**Nets reached from selected ports**

Bar = 50 um.
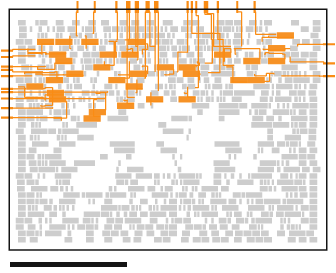
**Where the registers sit**

Other sequential cells in the stronger gray, the rest of the logic in the fainter gray.
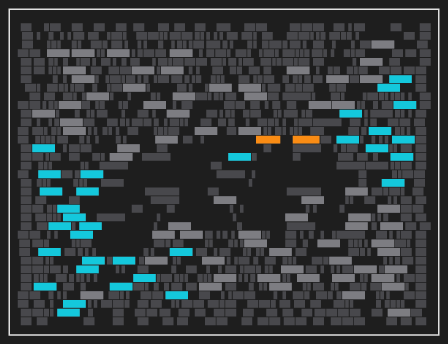
**Met1 routing**

Supply wires on this layer in gray. Cells faint in the background.
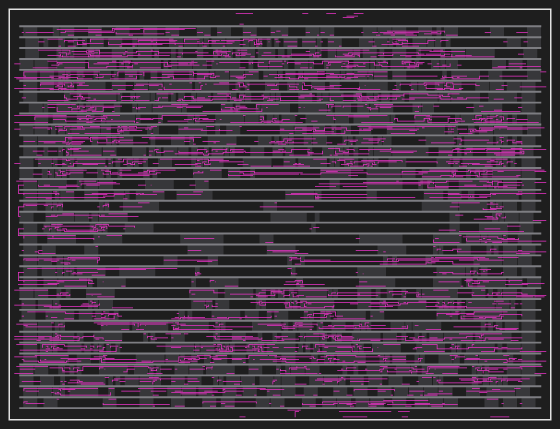
**Track usage over the die**

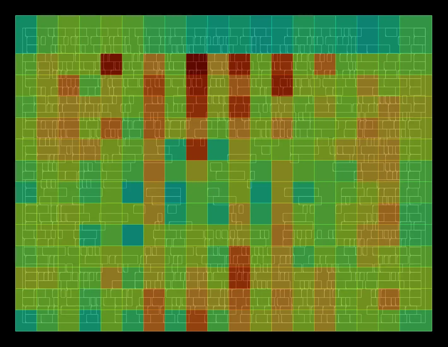
File: src/rtl/mem_bus_demux_pkg.sv
// Shared definitions for the CPU load/store demux: FSM states and default widths/base.
package mem_bus_demux_pkg;

  localparam int unsigned DATA_W_DEF = 32;
  localparam int unsigned ADDR_W_DEF = 32;

  // Addresses at or above this value belong to the MMIO block.
  localparam logic [31:0] MMIO_BASE_DEF = 32'hFFFF_0000;

  typedef enum logic [1:0] {
    ST_IDLE  = 2'd0,
    ST_ISSUE = 2'd1,
    ST_WAIT  = 2'd2,
    ST_RESP  = 2'd3
  } state_e;

endpackage

File: src/rtl/mem_bus_demux_mux.sv
// Two-way data mux picking the response word of the selected target.
module mem_bus_demux_mux #(
  parameter int unsigned WIDTH = 32
) (
  input  logic             sel,
  input  logic [WIDTH-1:0] in0,
  input  logic [WIDTH-1:0] in1,
  output logic [WIDTH-1:0] dout_c
);

  // sel=0 picks in0, sel=1 picks in1
  always_comb begin
    dout_c = sel ? in1 : in0;
  end

endmodule

File: src/rtl/mem_bus_demux.sv
// Routes a single CPU request to data memory (t0) or MMIO (t1) and returns its response.
module mem_bus_demux
  import mem_bus_demux_pkg::*;
#(
  parameter int unsigned          WIDTH     = DATA_W_DEF,
  parameter int unsigned          ADDR_W    = ADDR_W_DEF,
  parameter logic [ADDR_W-1:0]    MMIO_BASE = ADDR_W'(MMIO_BASE_DEF)
) (
  input  logic              clk,
  input  logic              rst,

  input  logic              cpu_req_valid,
  output logic              cpu_req_ready,
  input  logic              cpu_req_we,
  input  logic [ADDR_W-1:0] cpu_req_addr,
  input  logic [WIDTH-1:0]  cpu_req_wdata,
  output logic              cpu_rsp_valid,
  output logic [WIDTH-1:0]  cpu_rsp_rdata,

  output logic              t0_req_valid,
  input  logic              t0_req_ready,
  output logic              t0_req_we,
  output logic [ADDR_W-1:0] t0_req_addr,
  output logic [WIDTH-1:0]  t0_req_wdata,
  input  logic              t0_rsp_valid,
  input  logic [WIDTH-1:0]  t0_rsp_rdata,

  output logic              t1_req_valid,
  input  logic              t1_req_ready,
  output logic              t1_req_we,
  output logic [ADDR_W-1:0] t1_req_addr,
  output logic [WIDTH-1:0]  t1_req_wdata,
  input  logic              t1_rsp_valid,
  input  logic [WIDTH-1:0]  t1_rsp_rdata
);

  state_e              state_q, state_d;
  logic                we_q,    we_d;
  logic [ADDR_W-1:0]   addr_q,  addr_d;
  logic [WIDTH-1:0]    wdata_q, wdata_d;
  logic                sel_q,   sel_d;
  logic [WIDTH-1:0]    rdata_q, rdata_d;
  logic [WIDTH-1:0]    mux_rdata_c;

  // Response data of whichever target the captured request went to
  mem_bus_demux_mux #(
    .WIDTH (WIDTH)
  ) u_rsp_mux (
    .sel    (sel_q),
    .in0    (t0_rsp_rdata),
    .in1    (t1_rsp_rdata),
    .dout_c (mux_rdata_c)
  );

  // State and captured-request registers
  always_ff @(posedge clk) begin
    if (rst) begin
      state_q <= ST_IDLE;
      we_q    <= 1'b0;
      addr_q  <= '0;
      wdata_q <= '0;
      sel_q   <= 1'b0;
      rdata_q <= '0;
    end else begin
      state_q <= state_d;
      we_q    <= we_d;
      addr_q  <= addr_d;
      wdata_q <= wdata_d;
      sel_q   <= sel_d;
      rdata_q <= rdata_d;
    end
  end

  // Next-state logic and handshake outputs; captured regs only change on accept or response
  always_comb begin
    state_d       = state_q;
    we_d          = we_q;
    addr_d        = addr_q;
    wdata_d       = wdata_q;
    sel_d         = sel_q;
    rdata_d       = rdata_q;
    cpu_req_ready = 1'b0;
    cpu_rsp_valid = 1'b0;
    t0_req_valid  = 1'b0;
    t1_req_valid  = 1'b0;

    case (state_q)
      ST_IDLE: begin
        cpu_req_ready = 1'b1;
        if (cpu_req_valid) begin
          we_d    = cpu_req_we;
          addr_d  = cpu_req_addr;
          wdata_d = cpu_req_wdata;
          sel_d   = (cpu_req_addr >= MMIO_BASE);
          state_d = ST_ISSUE;
        end
      end
      ST_ISSUE: begin
        t0_req_valid = ~sel_q;
        t1_req_valid = sel_q;
        if (sel_q ? t1_req_ready : t0_req_ready) begin
          state_d = ST_WAIT;
        end
      end
      ST_WAIT: begin
        // Only the selected target's response counts; stores return zero
        if (sel_q ? t1_rsp_valid : t0_rsp_valid) begin
          rdata_d = we_q ? '0 : mux_rdata_c;
          state_d = ST_RESP;
        end
      end
      ST_RESP: begin
        cpu_rsp_valid = 1'b1;
        state_d       = ST_IDLE;
      end
      default: begin
        state_d = ST_IDLE;
      end
    endcase
  end

  // Request payload goes to both targets; only valid is steered
  assign t0_req_we     = we_q;
  assign t0_req_addr   = addr_q;
  assign t0_req_wdata  = wdata_q;
  assign t1_req_we     = we_q;
  assign t1_req_addr   = addr_q;
  assign t1_req_wdata  = wdata_q;
  assign cpu_rsp_rdata = rdata_q;

endmodule

File: config.mk
export PLATFORM = sky130hd
export DESIGN_NAME = mem_bus_demux
export DESIGN_NICKNAME = d
export VERILOG_FILES = /design/src/rtl/mem_bus_demux_pkg.sv /design/src/rtl/mem_bus_demux_mux.sv /design/src/rtl/mem_bus_demux.sv
export SDC_FILE = /design/constraint.sdc
export NUM_CORES = 1
export LEC_CHECK = 0
export ABC_AREA = 1
export CAP_MARGIN = 20
export CORE_ASPECT_RATIO = 0.75
export CORE_MARGIN = 2
export CORE_UTILIZATION = 37
export CTS_CLUSTER_SIZE = 12
export DETAILED_ROUTE_END_ITERATION = 16
export PLACE_DENSITY = 0.8
export SLEW_MARGIN = 20
export SYNTH_ARGS = -nofsm -noshare
export SYNTH_HDL_FRONTEND = slang
export SYNTH_SLANG_ARGS = --single-unit
File: constraint.sdc
create_clock -name clk -period 2 [get_ports clk]
set_clock_uncertainty 0.05 [all_clocks]
set_input_delay 0.4 -clock clk [delete_from_list [all_inputs] [get_ports clk]]
set_output_delay 0.4 -clock clk [all_outputs]
set_load 0.005 [all_outputs]
==> out/qor.csv <==
stage,metric,value,unit
outcome,status,finished clean,
power_and_ir_drop,reported_net_switching_power,2510,uW
place,placement.cell_area,7380,um^2
synth,xor_area_frac,0,
power_and_ir_drop,p_seq_frac,0.347,
final_layout,final.signal_inverter_count,13,
final_layout,multi_input_comb_cells,431,
power_and_ir_drop,switching_share_of_total_power,0.311,
worst_hold_path,worstHoldPathType,register to register,
power_and_ir_drop,p_clk,1840,uW
final_timing,count_of_endpoints_failing_hold_in_the_final_timing_report,0,
power_and_ir_drop,top_power_group,combinational cells,
final_layout,flops,100,
critical_path,crit-reg2reg-launch,sel_q,
power_and_ir_drop,power.combinational.total,3410,uW
synth,topCellsByArea,"sky130_fd_sc_hd__dfxtp_1 42%, sky130_fd_sc_hd__nor2_1 11%, sky130_fd_sc_hd__buf_4 11%",
clocking,ctsLongestPathBuffers,2,
power_and_ir_drop,power,8060,uW
die,chip_area,13700,um^2
critical_path,number_of_buffer_and_inverter_instances_along_the_worst_setup_path,2,
die,fp.coreArea,12400,um^2
global_route,grt_pass1_wl,22.2,mm
final_layout,multi_input_comb_area,1990,um^2
place,gp_congestion,0.822,
synth,number_of_enable_flip_flop_cells,0,
power_and_ir_drop,power.leakage,0.00296,uW
run,max_cap_violations,0,
final_timing,setup_repair_after_global_routing_missed_its_margin,no,
final_timing,min_period_over_period,0.938,
synth,flop_cell,sky130_fd_sc_hd__dfxtp_1,
final_timing,report.final.setup_viol,0,
final_layout,layout.cells.most_common_list,"298 x sky130_fd_sc_hd__clkdlybuf4s50_1, 144 x sky130_fd_sc_hd__nor2_1, 132 x sky130_fd_sc_hd__nand2_1, 98 x sky130_fd_sc_hd__dfxtp_1, 57 x sky130_fd_sc_hd__o21ai_0",
critical_path,timing.critical_path.slowest_cell_delay,0.50,ns
die,floorplan.core_util,0.382,
clocking,numCtsBuffers,9,
clocking,tritoncts_clock_tree,done,
final_layout,buffer_area_frac,0.408,
synth,commonest_cells_in_the_netlist,"144 x sky130_fd_sc_hd__nor2_1, 133 x sky130_fd_sc_hd__nand2_1, 100 x sky130_fd_sc_hd__dfxtp_1, 69 x sky130_fd_sc_hd__buf_4, 57 x sky130_fd_sc_hd__o21ai_0",
final_timing,fin_worst_hold_slack,0.412,ns
synth,logic_family,simple AND/OR/NAND/NOR gates,
final_layout,layout.clock_buffers,10,
power_and_ir_drop,internal_power,5550,uW
critical_path,series_of_cell_instances_along_the_critical_path,inv_2 -> ha_4 -> clkdlybuf4s50_1,
final_layout,stdcell_area,7730,um^2
synth,synthesis.area_per_instance,7.27,um^2
place,dp_cells,1025,
critical_path,worst-r2r-cell-count,8,
synth,async_sr_flop_fraction,0,
place,detailed_place_hpwl,11.4,mm
final_layout,post_route_cells_drive_above_1_share,0.0848,
final_timing,final.setup.worst_slack,0.124,ns
critical_path,setup.reg_to_reg.worst_slack,0.34,ns
synth,synthDistinctLibCells,23,
critical_path,worstReg2RegEnd,cpu_rsp_rdata[30],
clocking,tritoncts_num_sinks,100,
synth,synthesis.area,4740,um^2
worst_hold_path,worstHoldPathCells,2,
final_timing,tns,0,ns
critical_path,path_max_fanout,4,
critical_path,crit_type,register to output pin,
worst_hold_path,hold_path_origin,cpu_rsp_rdata[19],
final_layout,nNetsFinal,1011,
synth,netlist.top_cell.by_area,sky130_fd_sc_hd__dfxtp_1,
global_route,number_of_global_route_vias_before_repair,4327,
final_timing,tightest_slew,0.370,ns
die,num_tap_cells,166,
synth,synth_simple_gate_area_share,0.247,
final_layout,antennaDiodeCount,0,
final_layout,area_growth_syn_to_layout,63.3,%
synth,fraction_of_post_synthesis_cell_area_in_the_top_cell_type_by_area,0.423,
About 'nets reached from selected ports':
legend:
  `cpu_rsp_rdata`:
    color: orange
    direction: output
    edge: 19 north, 10 west, 3 east
    end_cells: 32
    wire: 1110 um
io pins: 302
input/output buffers: 301

About 'where the registers sit':
legend:
  `state_q`:
    color: orange
    flops: 2
  `t0_req_wdata`:
    color: cyan
    flops: 32
not colored: 66
flop share of the area: 0.260
seq pwr: 2800 uW
Final Util: 0.624
FF+latch area: 2010 um^2

About 'met1 routing':
main direction: horizontal
share of all routed wire: 43%
met1 usage in global routing: 0.252
aggregate routed wire length: 15.1 mm
count of vias placed by the detailed router: 4785

About 'track usage over the die':
highest-utilization routing layer at the global route stage: met2
post-detailed-route wirelength per cell: 14.5 um
all-layer global routing usage: 0.204
met2 Usage GRT: 0.354
met3 Usage GRT: 0.0640

No activity file was given, so power comes from the tool's default toggle rates.
